[src/rtl/spi_regbank_if.sv]
// SPI-side and write-side signals of spi_regbank, bundled for the port list.
// slave = the regbank itself, master = whatever drives the SPI frame and consumes writes.
interface spi_regbank_if;
  logic        spi_cs;
  logic        spi_sck;
  logic [39:0] spi_q;
  logic [39:0] spi_d;
  logic        wr_strobe;
  logic [6:0]  wr_addr;
  logic [31:0] wr_data;
  logic        frame_err;

  modport slave (
    input  spi_cs, spi_sck, spi_q,
    output spi_d, wr_strobe, wr_addr, wr_data, frame_err
  );

  modport master (
    output spi_cs, spi_sck, spi_q,
    input  spi_d, wr_strobe, wr_addr, wr_data, frame_err
  );
endinterface

[src/rtl/spi_regbank.sv]
// Decodes 40-bit SPI frames into register-write strobes and status-read responses.
// Optional SPI_REGBANK_ERRCNT_EN adds a saturating frame-error counter readable at 7'h7F.
module spi_regbank #(
  parameter int NREG = 16
) (
  input  logic              clk,
  input  logic              reset,
  spi_regbank_if.slave      bus,
  input  logic [NREG*32-1:0] status_in
);

  typedef enum logic [1:0] {IDLE, ACTIVE, CHECK, EXEC} state_t;

  state_t      state, state_n;
  logic [1:0]  cs_sync, sck_sync;
  logic        cs_prev, sck_prev;
  logic        cs_s, sck_s, cs_fall, cs_rise, sck_rise;
  logic [5:0]  bitcnt;
  logic [39:0] frame;
  logic [39:0] spi_d_r;
  logic [31:0] rdata;
  logic        pend_start;
  logic        frame_good;

  // Two-flop synchronisers plus a third flop for edge detection.
  always_ff @(posedge clk) begin
    if (reset) begin
      cs_sync  <= '0;
      sck_sync <= '0;
      cs_prev  <= 1'b0;
      sck_prev <= 1'b0;
    end else begin
      cs_sync  <= {cs_sync[0], bus.spi_cs};
      sck_sync <= {sck_sync[0], bus.spi_sck};
      cs_prev  <= cs_sync[1];
      sck_prev <= sck_sync[1];
    end
  end

  assign cs_s     = cs_sync[1];
  assign sck_s    = sck_sync[1];
  assign cs_fall  = cs_prev & ~cs_s;
  assign cs_rise  = ~cs_prev & cs_s;
  assign sck_rise = ~sck_prev & sck_s;

  assign frame_good = (bitcnt == 6'd40);

  always_ff @(posedge clk) begin
    if (reset) state <= IDLE;
    else       state <= state_n;
  end

  always_comb begin
    state_n = state;
    case (state)
      IDLE:   if (cs_fall) state_n = ACTIVE;
      ACTIVE: if (cs_rise) state_n = CHECK;
      CHECK:  state_n = frame_good ? EXEC : IDLE;
      // A new frame that started while we were finishing the last one is picked up here.
      EXEC:   state_n = (pend_start | cs_fall) ? ACTIVE : IDLE;
      default: state_n = IDLE;
    endcase
  end

  always_ff @(posedge clk) begin
    if (reset) begin
      bitcnt     <= '0;
      frame      <= '0;
      pend_start <= 1'b0;
    end else begin
      pend_start <= (state == CHECK) && cs_fall;
      if (state_n == ACTIVE && state != ACTIVE)
        bitcnt <= '0;
      else if (state == ACTIVE && sck_rise && bitcnt != 6'd63)
        bitcnt <= bitcnt + 6'd1;
      if (state == CHECK && frame_good)
        frame <= bus.spi_q;
    end
  end

  assign bus.wr_strobe = (state == EXEC) && frame[39];
  assign bus.wr_addr   = frame[38:32];
  assign bus.wr_data   = frame[31:0];
  assign bus.frame_err = (state == CHECK) && !frame_good;

`ifdef SPI_REGBANK_ERRCNT_EN
  logic [7:0] errcnt;
  always_ff @(posedge clk) begin
    if (reset)
      errcnt <= '0;
    else if (bus.frame_err && errcnt != 8'hFF)
      errcnt <= errcnt + 8'd1;
  end
`endif

  always_comb begin
    rdata = '0;
    for (int i = 0; i < NREG; i++)
      if (int'(frame[38:32]) == i) rdata = status_in[i*32 +: 32];
`ifdef SPI_REGBANK_ERRCNT_EN
    if (frame[38:32] == 7'h7F) rdata = {24'h0, errcnt};
`endif
  end

  always_ff @(posedge clk) begin
    if (reset)
      spi_d_r <= '0;
    else if (state == EXEC)
      spi_d_r <= {1'b1, frame[38:32], rdata};
    else if (bus.frame_err)
      spi_d_r <= '0;
  end

  assign bus.spi_d = spi_d_r;

endmodule

[src/flat_wrapper.sv]
// flat-port wrapper written by rule: the top's interface ports become plain ports
module spi_regbank_flat 
#(
  parameter int NREG = 16
)
  (clk, reset, status_in, bus_spi_cs, bus_spi_sck, bus_spi_q, bus_spi_d, bus_wr_strobe, bus_wr_addr, bus_wr_data, bus_frame_err);
  spi_regbank_if bus_i ();
  input  logic clk;
  input  logic reset;
  input  logic [NREG*32-1:0] status_in;
  input wire logic [$bits(bus_i.spi_cs)-1:0] bus_spi_cs;
  input wire logic [$bits(bus_i.spi_sck)-1:0] bus_spi_sck;
  input wire logic [$bits(bus_i.spi_q)-1:0] bus_spi_q;
  output wire logic [$bits(bus_i.spi_d)-1:0] bus_spi_d;
  output wire logic [$bits(bus_i.wr_strobe)-1:0] bus_wr_strobe;
  output wire logic [$bits(bus_i.wr_addr)-1:0] bus_wr_addr;
  output wire logic [$bits(bus_i.wr_data)-1:0] bus_wr_data;
  output wire logic [$bits(bus_i.frame_err)-1:0] bus_frame_err;
  assign bus_i.spi_cs = bus_spi_cs;
  assign bus_i.spi_sck = bus_spi_sck;
  assign bus_i.spi_q = bus_spi_q;
  assign bus_spi_d = bus_i.spi_d;
  assign bus_wr_strobe = bus_i.wr_strobe;
  assign bus_wr_addr = bus_i.wr_addr;
  assign bus_wr_data = bus_i.wr_data;
  assign bus_frame_err = bus_i.frame_err;
  spi_regbank #(.NREG(NREG)) u_core (.clk(clk), .reset(reset), .bus(bus_i), .status_in(status_in));
endmodule
[config.mk]
export PLATFORM = sky130hd
export DESIGN_NAME = spi_regbank_flat
export DESIGN_NICKNAME = d
export VERILOG_FILES = /design/src/rtl/spi_regbank_if.sv /design/src/rtl/spi_regbank.sv /design/src/flat_wrapper.sv
export SDC_FILE = /design/constraint.sdc
export NUM_CORES = 1
export LEC_CHECK = 0
export CORE_AREA = 2 2 248 250
export DETAILED_ROUTE_END_ITERATION = 10
export DIE_AREA = 0 0 250 252
export PLACE_DENSITY = 0.45
export SLEW_MARGIN = 5
export SYNTH_ARGS = -nofsm -noshare
export SYNTH_HDL_FRONTEND = slang
export SYNTH_SLANG_ARGS = --single-unit
[constraint.sdc]
create_clock -name clk -period 2.7 [get_ports clk]
set_input_delay 0.27 -clock clk [delete_from_list [all_inputs] [get_ports clk]]
set_output_delay 0.27 -clock clk [all_outputs]
set_load 0.005 [all_outputs]
cell_density.png
Drawn at 1.5 px/um. The die is cut into 25 by 25 equal tiles; dark blue is low, red is high, 0 to 100% covered.
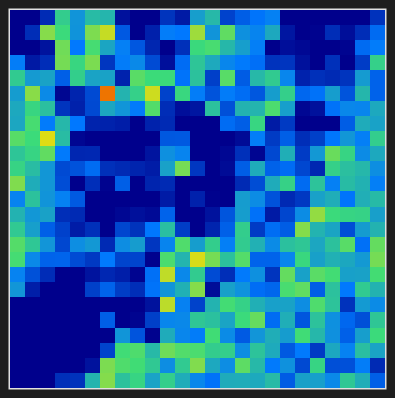
19% of the tiles are nearly empty. The mean over all tiles is 24%. The fullest tile reaches 87%.

placement_by_type.png
Drawn at 1.5 px/um.
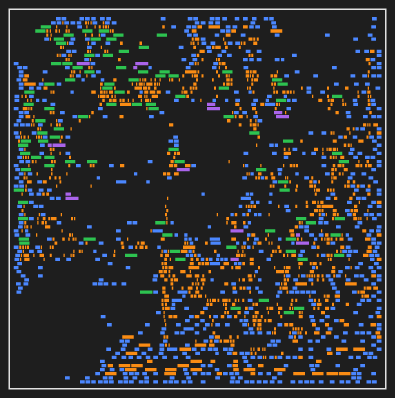
Orange shows combinational and other logic, cells 912, share of their area 39%. Blue shows other buffers and delay cells, cells 731, share of their area 47%. Purple shows clock drivers and dummy loads, cells 16, share of their area 2.0%. Green shows flops, cells 95, share of their area 12%.

placement.png
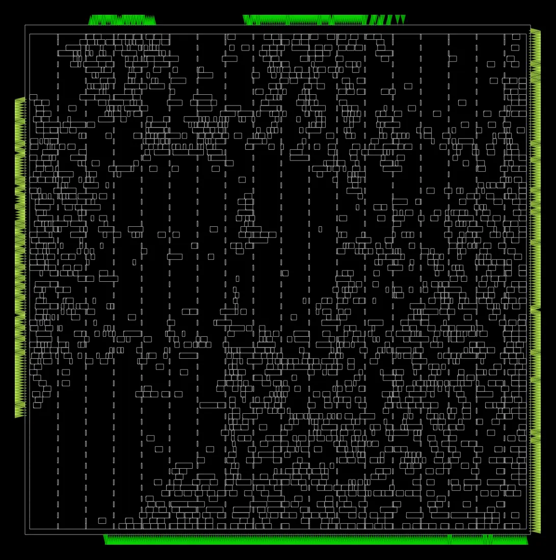
Seq cells: 95
number of core rows: 90

layer_met1.png
Drawn at 2 px/um. Supply wires on this layer in grey. Cells faint in the background.
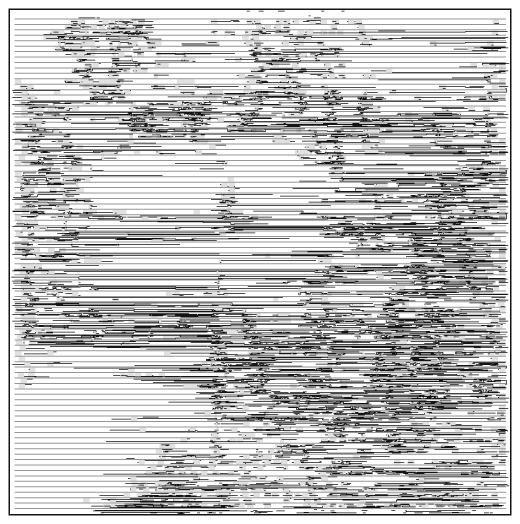
The wires run mostly horizontal. The layer holds 41% of the routed length. 2105 nets have wire on it. The longest straight run is 162 um. The layer carries 31.5 mm of wire.

==> flow_summary.json <==
{
  "comb_cells": 900,
  "ys_ff": 95,
  "ys_cells": 1149,
  "switching_share_pct": 27.5,
  "chipArea_um2": 63000,
  "gr-usage-met3_pct": 6.75,
  "ff_type": "dfxtp_1",
  "synth_area_per_cell_um2": 7.43,
  "grt_pass1_wl_mm": 103,
  "synth_cell_types": 74,
  "r2r-end": "u_core.bus.spi_d[0]",
  "post-synth-top-count-cell": "nand2_1",
  "dieWidth_um": 250,
  "async_reset_ff_share_pct": 0,
  "drtIter0Drc": 777,
  "critical_path_arrival_ps": 2820,
  "cp_cell_sequence": "buf_4 -> nor4b_4 -> buf_4 -> and3_1 -> a2111oi_0 -> a31oi_1 -> a2111oi_1 -> o21ai_0",
  "clock_skew_ps": 16.0,
  "reg2reg_slack_ps": 150,
  "ys_area_um2": 8540,
  "hold_viol": 0,
  "warning_count": 28,
  "met2_usage_pct": 41.8,
  "clkPwrFrac_pct": 36.2,
  "cts_made_buffers": 9,
  "gp_congestion": 0.917,
  "setup_viol": 0,
  "status": "complete, no violations",
  "crit_required_ps": 2970,
  "final_util_pct": 27.3,
  "hp-class": "primary input to flip-flop",
  "synth-seq-area-share_pct": 22.3,
  "cts_tree": "built",
  "p_seq_share_pct": 35.3,
  "met2WireLength_mm": 37.7,
  "syn_to_final_growth_pct": 91.9,
  "clkCellAreaFrac_pct": 1.90,
  "nClkBuffers": 9,
  "num-nets-final": 2307
}
